## config.mk

```make
export PLATFORM = sky130hd
export DESIGN_NAME = sprite_shadow_writer_flat
export DESIGN_NICKNAME = d
export VERILOG_FILES = /design/src/rtl/sprite_shadow_writer_if.sv /design/src/rtl/sprite_shadow_writer.sv /design/src/flat_wrapper.sv
export SDC_FILE = /design/constraint.sdc
export NUM_CORES = 1
export LEC_CHECK = 0
export CELL_PAD_IN_SITES_DETAIL_PLACEMENT = 0
export CELL_PAD_IN_SITES_GLOBAL_PLACEMENT = 1
export CORE_UTILIZATION = 53
export CTS_CLUSTER_SIZE = 20
export DETAILED_ROUTE_END_ITERATION = 12
export PLACE_DENSITY_LB_ADDON = 0.2
export SYNTH_ARGS = -nofsm -noshare
export SYNTH_HDL_FRONTEND = slang
export SYNTH_SLANG_ARGS = --single-unit
export TNS_END_PERCENT = 10
```

## constraint.sdc

```tcl
create_clock -name clk -period 4.4 [get_ports clk]
set_input_delay 0.66 -clock clk [delete_from_list [all_inputs] [get_ports clk]]
set_output_delay 0.66 -clock clk [all_outputs]
set_load 0.02 [all_outputs]
```

## src/rtl/sprite_shadow_writer_if.sv

```systemverilog
// Sprite register bus: CPU shadow-write port in, display-controller register write port out.
// master is the shadow writer itself; slave is the surrounding CPU decode / display side.
interface sprite_shadow_writer_if;
  logic        cpu_write;
  logic [6:0]  cpu_index;
  logic [15:0] cpu_value;
  logic        register_write;
  logic [6:0]  register_index;
  logic [15:0] register_write_value;

  modport master (
    input  cpu_write,
    input  cpu_index,
    input  cpu_value,
    output register_write,
    output register_index,
    output register_write_value
  );

  modport slave (
    output cpu_write,
    output cpu_index,
    output cpu_value,
    input  register_write,
    input  register_index,
    input  register_write_value
  );
endinterface

```

## src/rtl/sprite_shadow_writer.sv

```systemverilog
// Shadow bank for sprite registers; on each vblank rise, replays dirty entries to the display
// controller, one register write per cycle, so sprite updates never tear mid-frame.
module sprite_shadow_writer #(
  parameter int unsigned FIRST_INDEX = 2,
  parameter int unsigned NUM_REGS    = 8
) (
  input  logic                          clk,
  input  logic                          reset_n,
  sprite_shadow_writer_if.master        bus,
  input  logic                          in_vblank_i,
  output logic                          busy_o,
  output logic                          frame_done_o
);

  localparam int unsigned PtrW = (NUM_REGS > 1) ? $clog2(NUM_REGS) : 1;

  typedef enum logic [0:0] {StIdle, StScan} state_e;

  state_e                       state_q, state_d;
  logic [PtrW-1:0]              ptr_q, ptr_d;
  logic [NUM_REGS-1:0][15:0]    shadow_q, shadow_d;
  logic [NUM_REGS-1:0]          dirty_q, dirty_d;
  logic                         vblank_q, vblank_d;
  logic                         wr_q, wr_d;
  logic [6:0]                   idx_q, idx_d;
  logic [15:0]                  val_q, val_d;
  logic                         busy_q, busy_d;
  logic                         done_q, done_d;
  logic                         vblank_rise;
  logic                         last_entry;

  assign vblank_d    = in_vblank_i;
  assign vblank_rise = in_vblank_i & ~vblank_q;
  assign last_entry  = (ptr_q == PtrW'(NUM_REGS - 1));

  // vblank_q resets high so a vblank already asserted at reset release is not a rise.
  always_ff @(posedge clk or negedge reset_n) begin
    if (!reset_n) begin
      state_q  <= StIdle;
      ptr_q    <= '0;
      shadow_q <= '0;
      dirty_q  <= '0;
      vblank_q <= 1'b1;
      wr_q     <= 1'b0;
      idx_q    <= '0;
      val_q    <= '0;
      busy_q   <= 1'b0;
      done_q   <= 1'b0;
    end else begin
      state_q  <= state_d;
      ptr_q    <= ptr_d;
      shadow_q <= shadow_d;
      dirty_q  <= dirty_d;
      vblank_q <= vblank_d;
      wr_q     <= wr_d;
      idx_q    <= idx_d;
      val_q    <= val_d;
      busy_q   <= busy_d;
      done_q   <= done_d;
    end
  end

  always_comb begin
    state_d = state_q;
    ptr_d   = ptr_q;
    case (state_q)
      StIdle: begin
        if (vblank_rise) begin
          state_d = StScan;
          ptr_d   = '0;
        end
      end
      StScan: begin
        if (last_entry) begin
          state_d = StIdle;
          ptr_d   = '0;
        end else begin
          ptr_d = ptr_q + 1'b1;
        end
      end
      default: begin
        state_d = StIdle;
        ptr_d   = '0;
      end
    endcase
  end

  always_comb begin
    shadow_d = shadow_q;
    dirty_d  = dirty_q;
    wr_d     = 1'b0;
    idx_d    = '0;
    val_d    = '0;
    busy_d   = (state_d == StScan);
    done_d   = (state_q == StScan) && last_entry;
    if (state_q == StScan && dirty_q[ptr_q]) begin
      wr_d           = 1'b1;
      idx_d          = 7'(FIRST_INDEX + 32'(ptr_q));
      val_d          = shadow_q[ptr_q];
      dirty_d[ptr_q] = 1'b0;
    end
    // Applied after the scan clear: a same-cycle CPU write keeps the entry dirty.
    for (int unsigned k = 0; k < NUM_REGS; k++) begin
      if (bus.cpu_write && bus.cpu_index == 7'(FIRST_INDEX + k)) begin
        shadow_d[k] = bus.cpu_value;
        dirty_d[k]  = 1'b1;
      end
    end
  end

  assign bus.register_write       = wr_q;
  assign bus.register_index       = idx_q;
  assign bus.register_write_value = val_q;
  assign busy_o                   = busy_q;
  assign frame_done_o             = done_q;

endmodule
```

## src/flat_wrapper.sv

```systemverilog
// flat-port wrapper written by rule: the top's interface ports become plain ports
module sprite_shadow_writer_flat 
#(
  parameter int unsigned FIRST_INDEX = 2,
  parameter int unsigned NUM_REGS    = 8
)
  (clk, reset_n, in_vblank_i, busy_o, frame_done_o, bus_cpu_write, bus_cpu_index, bus_cpu_value, bus_register_write, bus_register_index, bus_register_write_value);
  sprite_shadow_writer_if bus_i ();
  input  logic clk;
  input  logic reset_n;
  input  logic in_vblank_i;
  output logic busy_o;
  output logic frame_done_o;
  input wire logic [$bits(bus_i.cpu_write)-1:0] bus_cpu_write;
  input wire logic [$bits(bus_i.cpu_index)-1:0] bus_cpu_index;
  input wire logic [$bits(bus_i.cpu_value)-1:0] bus_cpu_value;
  output wire logic [$bits(bus_i.register_write)-1:0] bus_register_write;
  output wire logic [$bits(bus_i.register_index)-1:0] bus_register_index;
  output wire logic [$bits(bus_i.register_write_value)-1:0] bus_register_write_value;
  assign bus_i.cpu_write = bus_cpu_write;
  assign bus_i.cpu_index = bus_cpu_index;
  assign bus_i.cpu_value = bus_cpu_value;
  assign bus_register_write = bus_i.register_write;
  assign bus_register_index = bus_i.register_index;
  assign bus_register_write_value = bus_i.register_write_value;
  sprite_shadow_writer #(.FIRST_INDEX(FIRST_INDEX), .NUM_REGS(NUM_REGS)) u_core (.clk(clk), .reset_n(reset_n), .bus(bus_i), .in_vblank_i(in_vblank_i), .busy_o(busy_o), .frame_done_o(frame_done_o));
endmodule
```

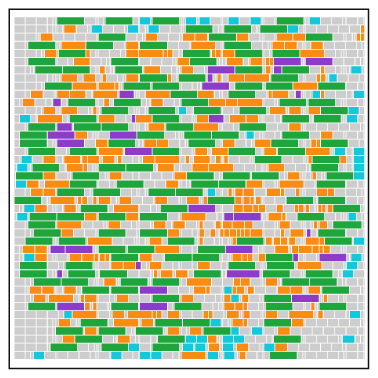
(run_1/placement_by_type.png)
Drawn at 3 px/um. Fill, decap, tap and diode cells in grey.
Key: purple = clock drivers and dummy loads [cells 32, share of their area 6.9%]; cyan = remaining buffers and delay cells [cells 59, share of their area 6.9%]; orange = combinational and other logic [cells 293, share of their area 37%]; green = sequential cells [cells 163, share of their area 50%]
site row count: 42
post-layout util: 63.3%
Std-Cell Core Area: 13300 um^2

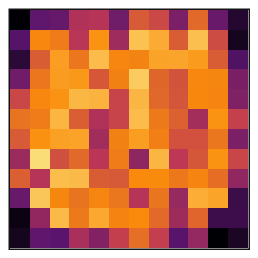
(run_1/cell_density.png)
Drawn at 2 px/um. The die is cut into 12 by 12 equal tiles; black is low, pale yellow is high, 0 to 100% covered.
The emptiest ninth of the die: lower right. 23% of the tiles are over 75% full. 1.4% of the tiles are nearly empty. The mean over all tiles is 58%. The fullest tile reaches 93%.
FP Util: 54.6%

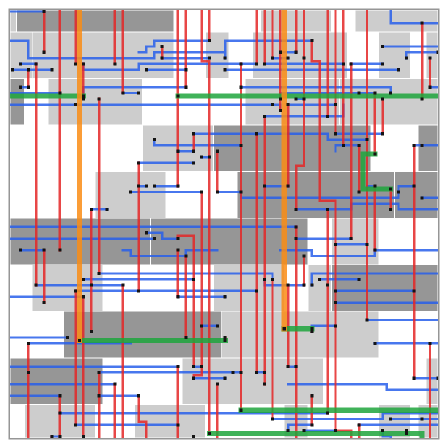
(run_1/detail.png)
Region (47, 47) to (72, 72) um. Cells in grey, sequential cells in the stronger grey; small squares are vias.
Key: green = metal 3; blue = metal 1; red = metal 2; orange = metal 4
Most frequent: dfrtp_1 (7), mux2_2 (6), nand2_1 (4). Sequential cells in the window: 7. 27 logic cells have their middle in the window. Netlist names of flops here include u_core.shadow_q (6), u_core.dirty_q (1).

==> results.txt, run 1 <==
Quick summary of the implementation run below.

The layout report lists the multi-input gate area as 2990 um^2. The share of total power in the clock network is 31.9%. Setup repair after global routing left no endpoint under its margin.

The post-layout total power is 4.40 mW. met3 track demand over resource after global routing is 5.17%. The run finished with clean final reports. The detailed-route via count is 4133. The buffer share of cell area came out at under 10%.

Across all checked pins, the minimum headroom to the slew limit is 21.0%. The number of pins exceeding their max-slew limit in the final report is 0. The area fraction in compound gates after synthesis is 2.61%. The violation count after the first detailed-route iteration is 296. Looking at the reg2reg group, the worst path starts from u_core.ptr_q[1].

The number of flops mapped to enable cells by yosys came out at 0. The biggest area contributor in the post-synthesis netlist is sky130_fd_sc_hd__dfrtp_1. The count of yosys warnings during synthesis came out at 0. The CTS log lists the clock sinks for this run as 163.

The global routing report lists met1 layer usage as between 30% and 40%. In the final layout, excluding clock inverters the inverter count is 6. The total overflow left after global routing is 0. The tally of nets with antenna violations remaining after routing is 0. The net switching power figure came out at 1.35 mW. The number of nets in the final layout is between 500 and 600. The largest buffer count on any clock path came out at 2. The combinational group share of total power came out at 25.9%. Before antenna repair, the detailed router went through 4 iterations. Looking at the cell usage after synthesis, the top flip-flop cell is sky130_fd_sc_hd__dfrtp_1. The number of port buffers came out at 49. The number of stages on the worst setup path came out at 5. Across the whole layout, storage elements make up 48.3% of the cell area. The via count normalized by instance count is about 5.7. The worst-case reg-to-reg path depth came out at 6. The power report lists cell-internal power as 3.04 mW.

TritonCTS built the clock tree. After Yosys synthesis, and, or, nand and nor cells account for between 5 and 6% of the synthesized area. The post-route worst hold slack is ~310 ps. Counting the fill cells in the layout gives 1010. The cell type of the slowest stage on the worst timing path is sky130_fd_sc_hd__or4_1. Grouping non-sequential cells by family puts the most area in multiplexers. The final period utilization is 69.1%. The number of maximum-capacitance violations is 0.

Yosys reports a chip area of about 7300 um^2. The most flop-heavy register is u_core.shadow_q. The synthesis-stage register bit count came out at 163. STA classifies the critical path startpoint as an input pin. The number of I/O pins came out at 53. Leaving out fill and tap cells, the most frequent cell in the layout is sky130_fd_sc_hd__dfrtp_1. The tap cell count came out at 176. The clock skew after layout is 9.87 ps.

After synthesis, flip-flops and latches occupy 56.0% of the total area.
==> run 1 -> run 2 <==
CORE_UTILIZATION = 49   (was 53)
clock period = 2.9 ns   (was 4.4 ns; I/O delays follow)
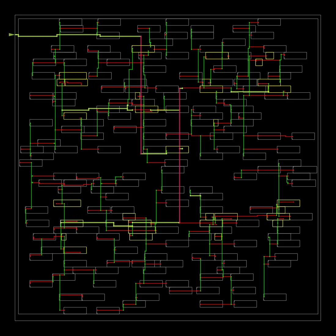
(run_2/clocks.png)
insertion delay to the later sink of the worst-skew pair: 420 ps
number of sinks on the clock net: 163
seq_cells: 163

==> results.txt, run 2 <==
Quick summary of the implementation run below.

The filler-free cell count of the finished design came out at about 750. The final timing summary puts the cycle share of the worst path at 80.3%. The number of I/O pins came out at 53 (unchanged). The number of stages on the worst setup path came out at 4 (-1). The largest buffer count on any clock path is 2 (unchanged).

The post-route worst hold slack is 9.09 ps (-296 ps). The fraction of area in registers came out at 47.3% (-1.0 points). The layout inverter count without the clock tree came out at 6 (unchanged).

The combinational group share of total power is 25.8% (about the same). The initial standard-cell utilization of the core is 50.1% (-4.5 points). The count of yosys warnings during synthesis is 0 (unchanged). The area fraction in compound gates after synthesis came to 2.61% (unchanged). The number of flops mapped to enable cells by yosys is 0 (unchanged). The number of pins exceeding their max-slew limit in the final report came out at 0 (unchanged).

The synthesis-stage register bit count is 163 (unchanged). The via count normalized by instance count is 5.63 (-1.5%). The buffer share of cell area came out at 8.07% (+1.4 points). The number of nets in the final layout is 581 (+2.5%). The number of maximum-capacitance violations came to 0 (unchanged). The flow ran to the end, and the final reports show no timing, DRC or antenna violations.

The register share after synthesis is 56.0% (unchanged). The data arrival time reported for the critical path is 2630 ps. Setup repair after global routing left no endpoint under its margin. The tally of nets with antenna violations remaining after routing came out at 0 (unchanged). The net switching power figure came to 2.11 mW (+56%). The total number of placement rows came out at 44 (+4.8%). The violation count after the first detailed-route iteration is 192 (-35%).

The largest total area in the synthesized netlist belongs to sky130_fd_sc_hd__dfrtp_1. The detailed-route via count is 4193 (+1.5%). The placeable core area came out at 14500 um^2 (+8.9%). Routed signal wires occupy layers up through met4. Per the synth stats, the flop cell with the highest instance count is sky130_fd_sc_hd__dfrtp_1. The number of detailed-routing iterations run before antenna repair is 6 (+2). The final design utilization came out at 59.4% (-3.9 points). The clock skew after layout is 6.76 ps (-3.11 ps).

The synthesis run identifies the leading combinational cell family as multiplexers. The overall die area came out at 15400 um^2. TritonCTS built the clock tree.

The number of fill cells is 1157 (+15%). The global routing usage on met1 was 31.9% (+0.34 points). The internal power of the cells is 4.77 mW (+57%). The worst setup path is launched from an input pin.

The most instantiated logic cell after routing is sky130_fd_sc_hd__dfrtp_1. The post-synthesis chip area from yosys is 7280 um^2 (unchanged). The area used by multi-input combinational logic is 2990 um^2 (unchanged). The normalized max-slew margin came out at 53.1% (+32 points). The tap cell count came to 184 (+4.5%). The post-layout total power was 6.88 mW (+57%).

The number of port buffers is 49 (unchanged). Looking at the reg2reg group, the worst path starts from u_core.ptr_q[1].
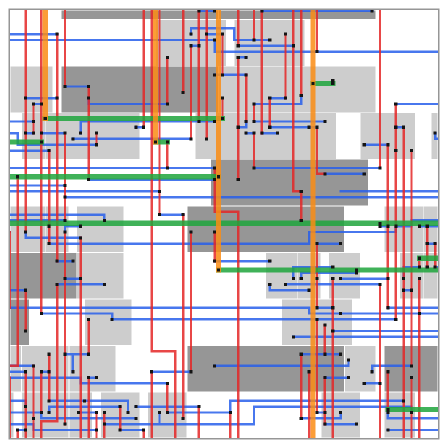
(run_2/detail.png)
Region (49, 49) to (74, 74) um. Cells in grey, sequential cells in the stronger grey; small squares are vias.
Key: blue = metal 1; red = metal 2; orange = metal 4; green = metal 3
31 logic cells have their middle in the window. Most frequent: buf_4 (5), dfrtp_1 (4). Sequential cells in the window: 4. Netlist names of flops here include u_core.dirty_q (2), u_core.shadow_q (2).

Power is estimated from default activity; no workload was simulated.
